**config.mk**
```make
export PLATFORM = sky130hd
export DESIGN_NAME = seg7_scan_driver
export DESIGN_NICKNAME = d
export VERILOG_FILES = /design/src/rtl/seg7_scan_driver.sv
export SDC_FILE = /design/constraint.sdc
export NUM_CORES = 1
export LEC_CHECK = 0
export CORE_MARGIN = 4
export CORE_UTILIZATION = 55
export CTS_BUF_LIST = sky130_fd_sc_hd__clkbuf_8
export DETAILED_ROUTE_END_ITERATION = 10
export HOLD_SLACK_MARGIN = 0.08
export PLACE_DENSITY = 0.86
export SKIP_CTS_REPAIR_TIMING = 1
export SLEW_MARGIN = 20
export SYNTH_ARGS = -nofsm -noshare
export SYNTH_HDL_FRONTEND = slang
export SYNTH_SLANG_ARGS = --single-unit
```
**constraint.sdc**
```tcl
create_clock -name clk -period 3.91 [get_ports clk]
set_clock_uncertainty 0.15 [all_clocks]
set_input_delay 0.782 -clock clk [delete_from_list [all_inputs] [get_ports clk]]
set_output_delay 0.782 -clock clk [all_outputs]
set_load 0.03 [all_outputs]
```
**src/rtl/seg7_scan_driver.sv**
```systemverilog
// Time-multiplexed N-digit hex 7-segment scan driver with double-buffered display image.
// Define SEG7_LZ_BLANK_EN to enable leading-zero suppression on the active image.
module seg7_scan_driver #(
  parameter int N_DIGITS     = 4,
  parameter int SCAN_DIV     = 50000,
  parameter int GUARD_CYCLES = 2
) (
  input  logic                  clk,
  input  logic                  rst_n,
  input  logic                  load,
  input  logic [4*N_DIGITS-1:0] data,
  input  logic [N_DIGITS-1:0]   blank_mask,
  input  logic [N_DIGITS-1:0]   dp_in,
  output logic [6:0]            seg_n,
  output logic                  dp_n,
  output logic [N_DIGITS-1:0]   an_n,
  output logic                  frame_tick
);

  localparam int PRESC_W = (SCAN_DIV > 1) ? $clog2(SCAN_DIV) : 1;
  localparam int IDX_W   = (N_DIGITS > 1) ? $clog2(N_DIGITS) : 1;
  localparam logic [PRESC_W-1:0] PRESC_LAST = PRESC_W'(SCAN_DIV - 1);
  localparam logic [PRESC_W-1:0] GUARD_END  = PRESC_W'(GUARD_CYCLES);
  localparam logic [IDX_W-1:0]   IDX_LAST   = IDX_W'(N_DIGITS - 1);

  logic [PRESC_W-1:0]    presc_p0;
  logic [IDX_W-1:0]      idx_p0;
  logic                  boundary;
  logic                  pending;
  logic [4*N_DIGITS-1:0] shadow_data;
  logic [N_DIGITS-1:0]   shadow_blank;
  logic [N_DIGITS-1:0]   shadow_dp;
  logic [4*N_DIGITS-1:0] act_data;
  logic [N_DIGITS-1:0]   act_blank;
  logic [N_DIGITS-1:0]   act_dp;
  logic [N_DIGITS-1:0]   lz_mask;
  logic [6:0]            seg_d;
  logic                  dp_d;
  logic [N_DIGITS-1:0]   an_d;

  function automatic logic [6:0] hex_to_seg(input logic [3:0] nib);
    case (nib)
      4'h0: hex_to_seg = 7'b1000000;
      4'h1: hex_to_seg = 7'b1111001;
      4'h2: hex_to_seg = 7'b0100100;
      4'h3: hex_to_seg = 7'b0110000;
      4'h4: hex_to_seg = 7'b0011001;
      4'h5: hex_to_seg = 7'b0010010;
      4'h6: hex_to_seg = 7'b0000010;
      4'h7: hex_to_seg = 7'b1111000;
      4'h8: hex_to_seg = 7'b0000000;
      4'h9: hex_to_seg = 7'b0010000;
      4'hA: hex_to_seg = 7'b0001000;
      4'hB: hex_to_seg = 7'b0000011;
      4'hC: hex_to_seg = 7'b1000110;
      4'hD: hex_to_seg = 7'b0100001;
      4'hE: hex_to_seg = 7'b0000110;
      4'hF: hex_to_seg = 7'b0001110;
    endcase
  endfunction

  // Stage p0: scan counters and the shadow/active display image
  assign boundary = (presc_p0 == PRESC_LAST) && (idx_p0 == IDX_LAST);

  always_ff @(posedge clk) begin
    if (!rst_n) begin
      presc_p0 <= '0;
      idx_p0   <= '0;
    end else if (presc_p0 == PRESC_LAST) begin
      presc_p0 <= '0;
      idx_p0   <= (idx_p0 == IDX_LAST) ? '0 : idx_p0 + 1'b1;
    end else begin
      presc_p0 <= presc_p0 + 1'b1;
    end
  end

  // A load on the boundary cycle re-arms pending so the new image lands one frame later.
  always_ff @(posedge clk) begin
    if (!rst_n) begin
      pending      <= 1'b0;
      shadow_data  <= '0;
      shadow_blank <= '0;
      shadow_dp    <= '0;
      act_data     <= '0;
      act_blank    <= '1;
      act_dp       <= '0;
    end else begin
      if (boundary && pending) begin
        act_data  <= shadow_data;
        act_blank <= shadow_blank;
        act_dp    <= shadow_dp;
        pending   <= 1'b0;
      end
      if (load) begin
        shadow_data  <= data;
        shadow_blank <= blank_mask;
        shadow_dp    <= dp_in;
        pending      <= 1'b1;
      end
    end
  end

`ifdef SEG7_LZ_BLANK_EN
  logic lz_run;

  always_comb begin
    lz_run  = 1'b1;
    lz_mask = '0;
    for (int i = N_DIGITS - 1; i >= 1; i--) begin
      lz_run     = lz_run && (act_data[4*i +: 4] == 4'h0);
      lz_mask[i] = lz_run;
    end
  end
`else
  assign lz_mask = '0;
`endif

  always_comb begin
    seg_d = 7'h7F;
    dp_d  = 1'b1;
    an_d  = '1;
    if (presc_p0 >= GUARD_END) begin
      for (int i = 0; i < N_DIGITS; i++) begin
        if (idx_p0 == IDX_W'(i) && !act_blank[i]) begin
          if (!lz_mask[i]) begin
            an_d[i] = 1'b0;
            seg_d   = hex_to_seg(act_data[4*i +: 4]);
            dp_d    = ~act_dp[i];
          end else if (act_dp[i]) begin
            an_d[i] = 1'b0;
            dp_d    = 1'b0;
          end
        end
      end
    end
  end

  // Stage p1: registered pin drivers
  always_ff @(posedge clk) begin
    if (!rst_n) begin
      seg_n      <= 7'h7F;
      dp_n       <= 1'b1;
      an_n       <= '1;
      frame_tick <= 1'b0;
    end else begin
      seg_n      <= seg_d;
      dp_n       <= dp_d;
      an_n       <= an_d;
      frame_tick <= boundary;
    end
  end

endmodule

```
==> run notes <==
yosys + openroad results -> top-count cell post-synth dfxtp_1, Setup Crit Path Kind flip-flop to flip-flop, crit path launch presc_p0[1]$_SDFF_PP0_, crit path buf inv count 1, Synth async-reset ratio 0%, status completed, max-cap violations 0, Via density 5.86, TritonCTS Buffers 9, wire length on met3 821 um, RR Startpoint presc_p0[1]$_SDFF_PP0_, Critical Path End Type flip-flop, Logic Gate Count 428, largest area contributor in the netlist dfxtp_1, non-clock buffer count 49, clock network area share 3.59%, Post-synth area hogs dfxtp_1, mux2i_1, ha_1, Unique masters post-synth 60, PortBufs 39, Pre-antenna DRT Iters 5, Comb/total area 47.5%, Global Route Usage Sum 22.1%, Chip Area, Yosys 5250 um2, ratio of cells with drive above 1 in the final layout 7.45%, cycle use final 78.9%, die area 11200 um2, tool warnings 50, syn_nets 655, Setup-failing EPs final 0, final worst slack 0.824 ns, Rows 35, Switching Power 0.442 mW, final wirelength 12400 um, most numerous logic cell after layout dfxtp_1, minimum clock period 3.09 ns, top routing layer used met4, grt ovf 0, met2 Track Usage GR 37.5%, vias in the first global route 4178, synth warn 0, RSZ-0062 raised after global routing false, DRC 0, Die Span X 106 um, logic area 2830 um2, total clock sinks 108, pre-CTS setup slack 0.795 ns, final slew viol count 0, final core occ 64.2%, crit-path max cell delay 0.40 ns, critical path's slowest cell dfxtp_1, Top cells excl fill/tap dfxtp_1, nand2_1, nor2_1, # diodes 0, Root Driver clkbuf_8, number of nets still failing antenna checks after routing 0, Primary FF master, synth dfxtp_1, CORE AREA 9280 um2, Logic power comb 0.103 mW, WL/cell 16.3 um, met2 wire len 6060 um, Slew HR 33.8%, fp util 56.6%
==> logic make-up after synthesis <==
kind of cell,after synthesis,share of synthesized area [%]
AND-OR/OR-AND,114,14.5
XOR/XNOR,11,1.83
adder cells (fa/ha/maj),30,7.14
buffers and inverters,62,4.91
flip-flops,108,41.2
multiplexers,46,9.43
AND/OR/NAND/NOR,227,21.1
==> through the flow <==
stage | cells | area, um2
after global placement | 744 | 5750
after CTS | 760 | 5960
after floorplan | 598 | 5250
after detailed placement | 744 | 5750
after global routing | 760 | 5960
final | 760 | 5960
==> worst paths after layout <==
path | end | cells after the start | slack, ns
setup / recovery | flip-flop | 12 | 0.82
hold reg to reg | act_dp[2]$_SDFFE_PN0N_ | 2 | 0.31
setup reg to reg | flip-flop | 12 | 0.82
hold / removal | act_dp[2]$_SDFFE_PN0N_ | 2 | 0.31
### M1 wires

Scale bar: 20 um. Supply wires on this layer in gray.
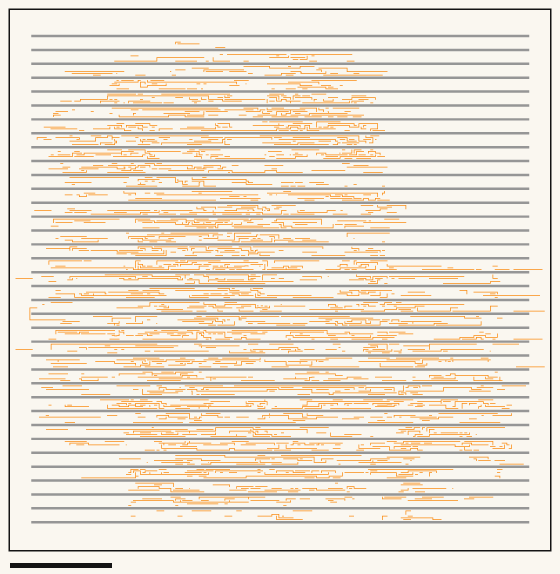
longest straight run	25.8 um
main direction	horizontal
nets with wire on the layer	622
share of all routed wire	43%
wire length on this layer	5360 um

### M2 wires

Scale bar: 20 um.
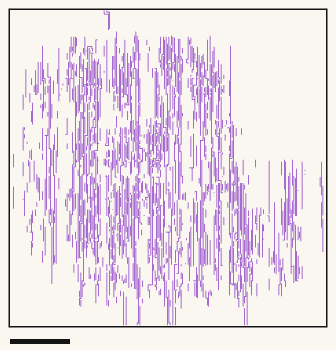
longest straight run	35.7 um
nets with wire on the layer	548
main direction	vertical
share of all routed wire	49%
wire length on this layer	6060 um

### Signal wires on met3

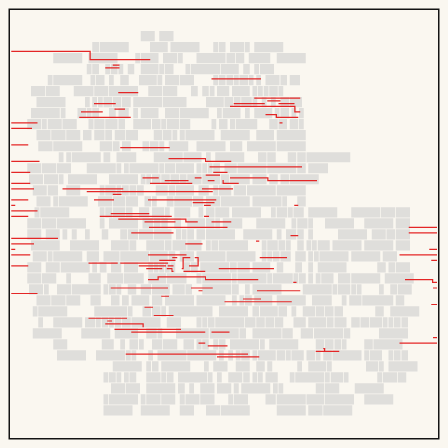
wire length on this layer	821 um
nets with wire on the layer	88
share of all routed wire	6.7%
longest straight run	30.8 um

Power is estimated from default activity; no workload was simulated.
